clock_map.png
(4 px per µm)
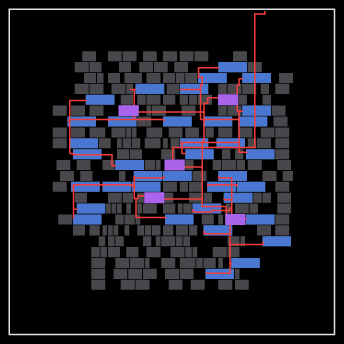
density.png
(4 px per µm) 8 x 8 tiles, from dark blue (low) to red (high), 0 to 100% covered.
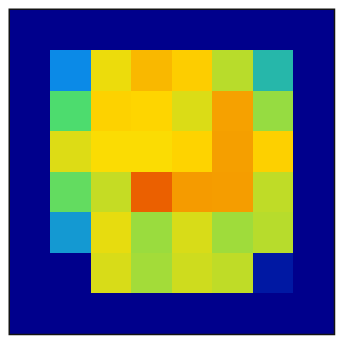
==> config.mk <==
export PLATFORM = sky130hd
export DESIGN_NAME = ctrl_pipe
export DESIGN_NICKNAME = d
export VERILOG_FILES = /design/src/rtl/ctrl_pipe.sv
export SDC_FILE = /design/constraint.sdc
export NUM_CORES = 1
export LEC_CHECK = 0
export CORE_MARGIN = 10
export CORE_UTILIZATION = 48
export DETAILED_ROUTE_END_ITERATION = 10
export PLACE_DENSITY = 0.84
export SLEW_MARGIN = 40
export SYNTH_ARGS = -nofsm -noshare
export SYNTH_HDL_FRONTEND = slang
export SYNTH_SLANG_ARGS = --single-unit
==> constraint.sdc <==
create_clock -name clk -period 4.6 [get_ports clk]
set_input_delay 0.46 -clock clk [delete_from_list [all_inputs] [get_ports clk]]
set_output_delay 0.46 -clock clk [all_outputs]
set_load 0.01 [all_outputs]
==> src/rtl/ctrl_pipe.sv <==
// Pipelined RV32I control path: ID decode, ID/EX, EX/MEM and MEM/WB control registers,
// load-use stall and branch flush. Define CTRL_ILLEGAL_TRAP_EN to add ex_illegal_o.
module ctrl_pipe #(
  parameter int ADDR_W         = 5,
  parameter int ALU_OP_W       = 3,
  parameter bit LOAD_USE_CHECK = 1'b1
) (
  input  logic                clk,
  input  logic                rst_n,
  input  logic [31:0]         id_inst_i,
  input  logic                id_valid_i,
  input  logic                hold_i,
  input  logic                flush_i,
  output logic                stall_o,
  output logic                ex_valid_o,
  output logic                ex_alu_src_o,
  output logic [ALU_OP_W-1:0] ex_alu_op_o,
  output logic [1:0]          ex_imm_src_o,
  output logic                ex_branch_o,
  output logic                ex_jump_o,
  output logic [ADDR_W-1:0]   ex_rd_o,
  output logic                mem_write_o,
  output logic                mem_read_o,
  output logic                wb_reg_write_o,
  output logic [1:0]          wb_result_src_o,
  output logic [ADDR_W-1:0]   wb_rd_o
`ifdef CTRL_ILLEGAL_TRAP_EN
  ,output logic               ex_illegal_o
`endif
);

  localparam logic [6:0] OP_R      = 7'b0110011;
  localparam logic [6:0] OP_I_ALU  = 7'b0010011;
  localparam logic [6:0] OP_LOAD   = 7'b0000011;
  localparam logic [6:0] OP_STORE  = 7'b0100011;
  localparam logic [6:0] OP_BRANCH = 7'b1100011;
  localparam logic [6:0] OP_JAL    = 7'b1101111;
  localparam logic [6:0] OP_JALR   = 7'b1100111;

  localparam logic [ALU_OP_W-1:0] ALU_ADD = ALU_OP_W'(3'b000);
  localparam logic [ALU_OP_W-1:0] ALU_SUB = ALU_OP_W'(3'b001);

  typedef struct packed {
    logic                valid;
    logic                reg_write;
    logic [1:0]          result_src;
    logic                mem_write;
    logic                mem_read;
    logic                branch;
    logic                jump;
    logic                alu_src;
    logic [ALU_OP_W-1:0] alu_op;
    logic [1:0]          imm_src;
    logic [ADDR_W-1:0]   rd;
  } ctrl_t;

  // func3 to ALU op; the sub/add split is resolved by the caller.
  function automatic logic [ALU_OP_W-1:0] alu_from_f3(input logic [2:0] f3);
    case (f3)
      3'b000:  alu_from_f3 = ALU_OP_W'(3'b000);
      3'b001:  alu_from_f3 = ALU_OP_W'(3'b110);
      3'b010:  alu_from_f3 = ALU_OP_W'(3'b101);
      3'b011:  alu_from_f3 = ALU_OP_W'(3'b101);
      3'b100:  alu_from_f3 = ALU_OP_W'(3'b100);
      3'b101:  alu_from_f3 = ALU_OP_W'(3'b111);
      3'b110:  alu_from_f3 = ALU_OP_W'(3'b011);
      default: alu_from_f3 = ALU_OP_W'(3'b010);
    endcase
  endfunction

  logic [6:0]        opcode;
  logic [2:0]        f3;
  logic [ADDR_W-1:0] id_rd, id_rs1, id_rs2;
  logic              func7_ok;
  ctrl_t             dec;
  logic              dec_illegal;
  logic              uses_rs2;
  logic              hazard;

  ctrl_t             ex_q, ex_d;
  logic              mem_valid_q, mem_valid_d;
  logic              mem_reg_write_q, mem_reg_write_d;
  logic [1:0]        mem_result_src_q, mem_result_src_d;
  logic              mem_write_q, mem_write_d;
  logic              mem_read_q, mem_read_d;
  logic [ADDR_W-1:0] mem_rd_q, mem_rd_d;
  logic              wb_valid_q, wb_valid_d;
  logic              wb_reg_write_q, wb_reg_write_d;
  logic [1:0]        wb_result_src_q, wb_result_src_d;
  logic [ADDR_W-1:0] wb_rd_q, wb_rd_d;

  assign opcode   = id_inst_i[6:0];
  assign f3       = id_inst_i[14:12];
  assign id_rd    = ADDR_W'(id_inst_i[11:7]);
  assign id_rs1   = ADDR_W'(id_inst_i[19:15]);
  assign id_rs2   = ADDR_W'(id_inst_i[24:20]);
  assign func7_ok = (id_inst_i[31:25] == 7'b0000000) || (id_inst_i[31:25] == 7'b0100000);
  assign uses_rs2 = (opcode == OP_R) || (opcode == OP_STORE) || (opcode == OP_BRANCH);

  always_comb begin
    dec         = '0;
    dec_illegal = 1'b0;
    case (opcode)
      OP_R: begin
        if (func7_ok) begin
          dec.reg_write = 1'b1;
          dec.rd        = id_rd;
          dec.alu_op    = (f3 == 3'b000 && id_inst_i[30]) ? ALU_SUB : alu_from_f3(f3);
        end else begin
          dec_illegal = 1'b1;
        end
      end
      OP_I_ALU: begin
        dec.reg_write = 1'b1;
        dec.rd        = id_rd;
        dec.alu_src   = 1'b1;
        dec.alu_op    = alu_from_f3(f3);
      end
      OP_LOAD: begin
        dec.reg_write  = 1'b1;
        dec.rd         = id_rd;
        dec.alu_src    = 1'b1;
        dec.alu_op     = ALU_ADD;
        dec.mem_read   = 1'b1;
        dec.result_src = 2'b01;
      end
      OP_STORE: begin
        dec.alu_src   = 1'b1;
        dec.alu_op    = ALU_ADD;
        dec.imm_src   = 2'b01;
        dec.mem_write = 1'b1;
      end
      OP_BRANCH: begin
        dec.branch  = 1'b1;
        dec.alu_op  = ALU_SUB;
        dec.imm_src = 2'b10;
      end
      OP_JAL: begin
        dec.jump       = 1'b1;
        dec.reg_write  = 1'b1;
        dec.rd         = id_rd;
        dec.imm_src    = 2'b11;
        dec.result_src = 2'b10;
      end
      OP_JALR: begin
        dec.jump       = 1'b1;
        dec.reg_write  = 1'b1;
        dec.rd         = id_rd;
        dec.alu_src    = 1'b1;
        dec.alu_op     = ALU_ADD;
        dec.result_src = 2'b10;
      end
      default: dec_illegal = 1'b1;
    endcase
  end

  // id_valid_i qualifies id_inst_i; while stall_o is high the same instruction must be
  // re-presented next cycle, and it is consumed on the first cycle stall_o is low.
  assign hazard = ex_q.valid && ex_q.mem_read && (ex_q.rd != '0) && id_valid_i &&
                  ((ex_q.rd == id_rs1) || (uses_rs2 && (ex_q.rd == id_rs2)));
  assign stall_o = LOAD_USE_CHECK && !flush_i && hazard;

  always_comb begin
    ex_d             = ex_q;
    mem_valid_d      = mem_valid_q;
    mem_reg_write_d  = mem_reg_write_q;
    mem_result_src_d = mem_result_src_q;
    mem_write_d      = mem_write_q;
    mem_read_d       = mem_read_q;
    mem_rd_d         = mem_rd_q;
    wb_valid_d       = wb_valid_q;
    wb_reg_write_d   = wb_reg_write_q;
    wb_result_src_d  = wb_result_src_q;
    wb_rd_d          = wb_rd_q;
    if (!hold_i) begin
      if (flush_i || stall_o || !id_valid_i) begin
        ex_d = '0;
      end else begin
        ex_d       = dec;
        ex_d.valid = 1'b1;
      end
      mem_valid_d      = ex_q.valid;
      mem_reg_write_d  = ex_q.reg_write;
      mem_result_src_d = ex_q.result_src;
      mem_write_d      = ex_q.mem_write;
      mem_read_d       = ex_q.mem_read;
      mem_rd_d         = ex_q.rd;
      wb_valid_d       = mem_valid_q;
      wb_reg_write_d   = mem_reg_write_q;
      wb_result_src_d  = mem_result_src_q;
      wb_rd_d          = mem_rd_q;
    end
  end

  always_ff @(posedge clk) begin
    if (!rst_n) begin
      ex_q             <= '0;
      mem_valid_q      <= 1'b0;
      mem_reg_write_q  <= 1'b0;
      mem_result_src_q <= 2'b00;
      mem_write_q      <= 1'b0;
      mem_read_q       <= 1'b0;
      mem_rd_q         <= '0;
      wb_valid_q       <= 1'b0;
      wb_reg_write_q   <= 1'b0;
      wb_result_src_q  <= 2'b00;
      wb_rd_q          <= '0;
    end else begin
      ex_q             <= ex_d;
      mem_valid_q      <= mem_valid_d;
      mem_reg_write_q  <= mem_reg_write_d;
      mem_result_src_q <= mem_result_src_d;
      mem_write_q      <= mem_write_d;
      mem_read_q       <= mem_read_d;
      mem_rd_q         <= mem_rd_d;
      wb_valid_q       <= wb_valid_d;
      wb_reg_write_q   <= wb_reg_write_d;
      wb_result_src_q  <= wb_result_src_d;
      wb_rd_q          <= wb_rd_d;
    end
  end

`ifdef CTRL_ILLEGAL_TRAP_EN
  logic ex_illegal_q, ex_illegal_d;

  always_comb begin
    ex_illegal_d = ex_illegal_q;
    if (!hold_i) ex_illegal_d = id_valid_i && dec_illegal && !flush_i && !stall_o;
  end

  always_ff @(posedge clk) begin
    if (!rst_n) ex_illegal_q <= 1'b0;
    else        ex_illegal_q <= ex_illegal_d;
  end

  assign ex_illegal_o = ex_illegal_q;
`endif

  assign ex_valid_o      = ex_q.valid;
  assign ex_alu_src_o    = ex_q.alu_src;
  assign ex_alu_op_o     = ex_q.alu_op;
  assign ex_imm_src_o    = ex_q.imm_src;
  assign ex_branch_o     = ex_q.branch;
  assign ex_jump_o       = ex_q.jump;
  assign ex_rd_o         = ex_q.rd;
  assign mem_write_o     = mem_valid_q && mem_write_q;
  assign mem_read_o      = mem_valid_q && mem_read_q;
  assign wb_reg_write_o  = wb_valid_q && wb_reg_write_q && (wb_rd_q != '0);
  assign wb_result_src_o = wb_result_src_q;
  assign wb_rd_o         = wb_rd_q;

endmodule

==> results.yml <==
# synthesis and place-and-route metrics
routing:
  vias_per_cell: 5.15
  drc_errors: 0
  vias: 1463
  dr.first_iter.drc_count: 115
  wirelength_um: 4410
  antenna_left: 0
  post_drt_wl_per_cell_um: 15.5
place:
  placedCellCount: 276
  routabilityCongestion: 0.774
  dp_hpwl_um: 3410
  place_ws_ns: 1.81
  numPortBuffers: 61
  dpl_cell_area_um2: 2350
power:
  power_density_nw_per_um2: 248
  p_leak_nw: 0.911
  combPwrFrac: 0.115
  p_switching_uw: 135
  power.total_uw: 604
  p_seq_frac: 0.533
  ir_worst_vdd_mv: 0.134
clock_network:
  ctsLongestPathBuffers: 2
  cts-buffers-inserted: 5
  htreeDepth: 2
  cts.sink_count: 37
  cts_setup_buffers: 0
  root_buffer: "clkbuf_8"
  ctsHoldBuffers: 0
  clkTransAtPathRegs_ns: 0.07
  ctsResizeCount: 0
worst_setup_path:
  critPathBufInv: 2
  cp_common_cell: "nor2_1"
  path_max_fanout: 5
  cp_slowest_cell: "clkdlybuf4s50_1"
  cp-start-kind: "primary input"
  path_cells: "clkdlybuf4s50_1 > nor2_1 > nand4_1 > nor4_1 > nor2_1 > nor2_1 > clkdlybuf4s50_1"
  required_ns: 4.14
  end_kind: "output port"
  critPathTopFamily: "buffers and inverters"
  slowest_delay_ns: 0.56
synthesis:
  avgSynthCellArea_um2: 9.74
  ys_warn_count: 0
  syn_nets: 220
  synthArstFlopShare: 0
  synth-edff-count: 0
  ys_cells: 183
  syn_area_um2: 1780
  ys_seq_frac: 0.416
  synth-main-ff-cell: "dfxtp_1"
  synthCells: 183
  ys_area_um2: 1780
  ys.flops: 37
final_timing:
  final.setup.tns_ns: 0
  rsz0062_at_grt: "no"
  timing_hold_violations_final: 0
  post-route-min-period_ns: 2.80
  relSlewSlack: 0.502
  period_used_share: 0.609
  hold_ws_ns: 0.462
  final_max_slew_viol_count: 0
  timing.fmax_ghz: 0.357
  final-setup-viol-count: 0
  fin_ws_ns: 1.80
floorplanning:
  die_area_um2: 6550
  rows: 22
  die_y_um: 80.9
  die_w_um: 80.9
  ios: 62
finish:
  layout-drive-gt1-share: 0.0847
  final_area_um2: 2430
  diodes: 0
  fin_cells: 284
  fin_nets: 272
grt:
  grt_pass1_wl_um: 6870
  grt_pass1_vias: 1425
  grt_busiest_layer: "met2"
  gr-usage-met2: 0.223
  met1_usage: 0.155
  gr-total-overflow: 0
  grt_usage: 0.133
  met3_usage: 0.0486
  antenna_found_initial: 0
run_status:
  run_status: "completed"
run:
  openroad.warnings: 26
  drv_cap: 0
min_path:
  min_path_type: "flop to flop"
Back to the opening pictures, clock_map.png:
Red stands for clock wires, length 423 µm. Purple stands for cells driving clock nets, count 5. Blue stands for flip-flops, count 37.
There are 6 routed clock nets.
Latency at later pin: 0.28 ns
Power Clock: 212 µW
Clock power frac: 0.351
skew final: 0.00375 ns

Back to the opening pictures, density.png:
45% of the tiles are nearly empty. The mean over all tiles is 36%. The emptiest ninth of the die: bottom left. The densest ninth of the die: middle. The fullest tile reaches 89%.
share of the core filled with cells: 0.669
Core ar.: 3630 µm²
FP Util: 0.490

==> kinds of logic after synthesis <==
family                    Yosys count  synth area share
muxes                              20             0.113
AOI/OAI and AO/OA                  27             0.130
xor gates and xnor gates           11            0.0541
DFF                                37             0.416
and+or+nand+nor                    70             0.223
buffers and inverters              18            0.0639
==> sequential cells by signal (all words and copies together), names as in the netlist <==
signal and count:
ex_q 4, ex_alu_op_o 3, mem_valid_q 1, mem_reg_write_q 1, ex_imm_src_o 2, ex_alu_src_o 1
wb_result_src_o 2, wb_valid_q 1, mem_result_src_q 1, ex_valid_o 1, mem_write_q 1, ex_branch_o 1
mem_rd_q 5, ex_jump_o 1, ex_rd_o 5, wb_rd_o 5, mem_read_q 1, wb_reg_write_q 1
==> power groups by stage <==
stage / registers, mW / clock network, mW / logic (mW)
floorplan: 0.329 / 0 / 0.0290
global placement: 0.329 / 0 / 0.0682
detailed placement: 0.329 / 0 / 0.0693
CTS: 0.322 / 0.217 / 0.0696
global route: 0.322 / 0.229 / 0.0743
finish: 0.322 / 0.212 / 0.0695
==> layout make-up <==
cell class              instances  area [µm²]
multi-input cells             128         927
clock buffers                   6        72.6
well taps                      48        60.1
repair buffers                 62         618
inverters                       1        3.75
clock inverters                 2        10.0
flip-flops and latches         37         741
fillers                       301        1200
==> synth_stat cells (all sizes together) (3+ instances only) <==
cell type / count / area share
xnor2: 9 / 0.044
clkbuf: 5 / 0.011
nand2: 14 / 0.029
nor4: 4 / 0.018
nand4: 3 / 0.011
nor2b: 20 / 0.070
buf: 12 / 0.051
dfxtp: 37 / 0.42
o21ai: 6 / 0.029
nor3: 3 / 0.011
nand3: 7 / 0.020
nor2: 9 / 0.019
and2: 3 / 0.011
mux2i: 19 / 0.11
a32o: 7 / 0.039
a22o: 5 / 0.025
==> cell usage in the layout, fill, tap and decap left out, types with 2 or more instances in the layout <==
master           instances
clkdlybuf4s50_1         61
a21oi_1                  2
nor4_1                   3
mux2i_1                 19
dfxtp_1                 37
xnor2_1                  9
nand3_1                  7
nand4_1                  3
a21o_1                   2
clkbuf_8                 5
nand2_1                 14
a32o_1                   7
nor2_1                   9
clkinv_2                 2
nor2b_1                 20
nor3_1                   2
and2_1                   3
xor2_1                   2
o21ai_2                  6
a22o_1                   5
==> worst min-delay path: cells and delay by family, from the launching register on <==
family	cells	cell delay (ns)
simple gates	1	0.06
compound gates	1	0.05
flops	1	0.31
==> layer usage <==
| metal | wire length, µm | vias up |
|---|---|---|
| met3 | 288 | 2 |
| met5 | 0 | - |
| met2 | 2190 | 37 |
| met4 | 33 | 0 |
| met1 | 1900 | 676 |
| li1 | - | 748 |
==> path summary, 6_finish.rpt <==
check | startpoint | end | slack (ns) | cells past startpoint
worst max register to register | ex_rd_o[0] | ex_q[15] | 2.41 | 5
worst min register to register | ex_alu_op_o[1] | ex_alu_op_o[1] | 0.46 | 2
worst min-delay path | ex_alu_op_o[1] | ex_alu_op_o[1] | 0.46 | 2
worst max-delay path | id_inst_i[3] | stall_o | 1.80 | 7
Power and IR drop assume default switching activity.
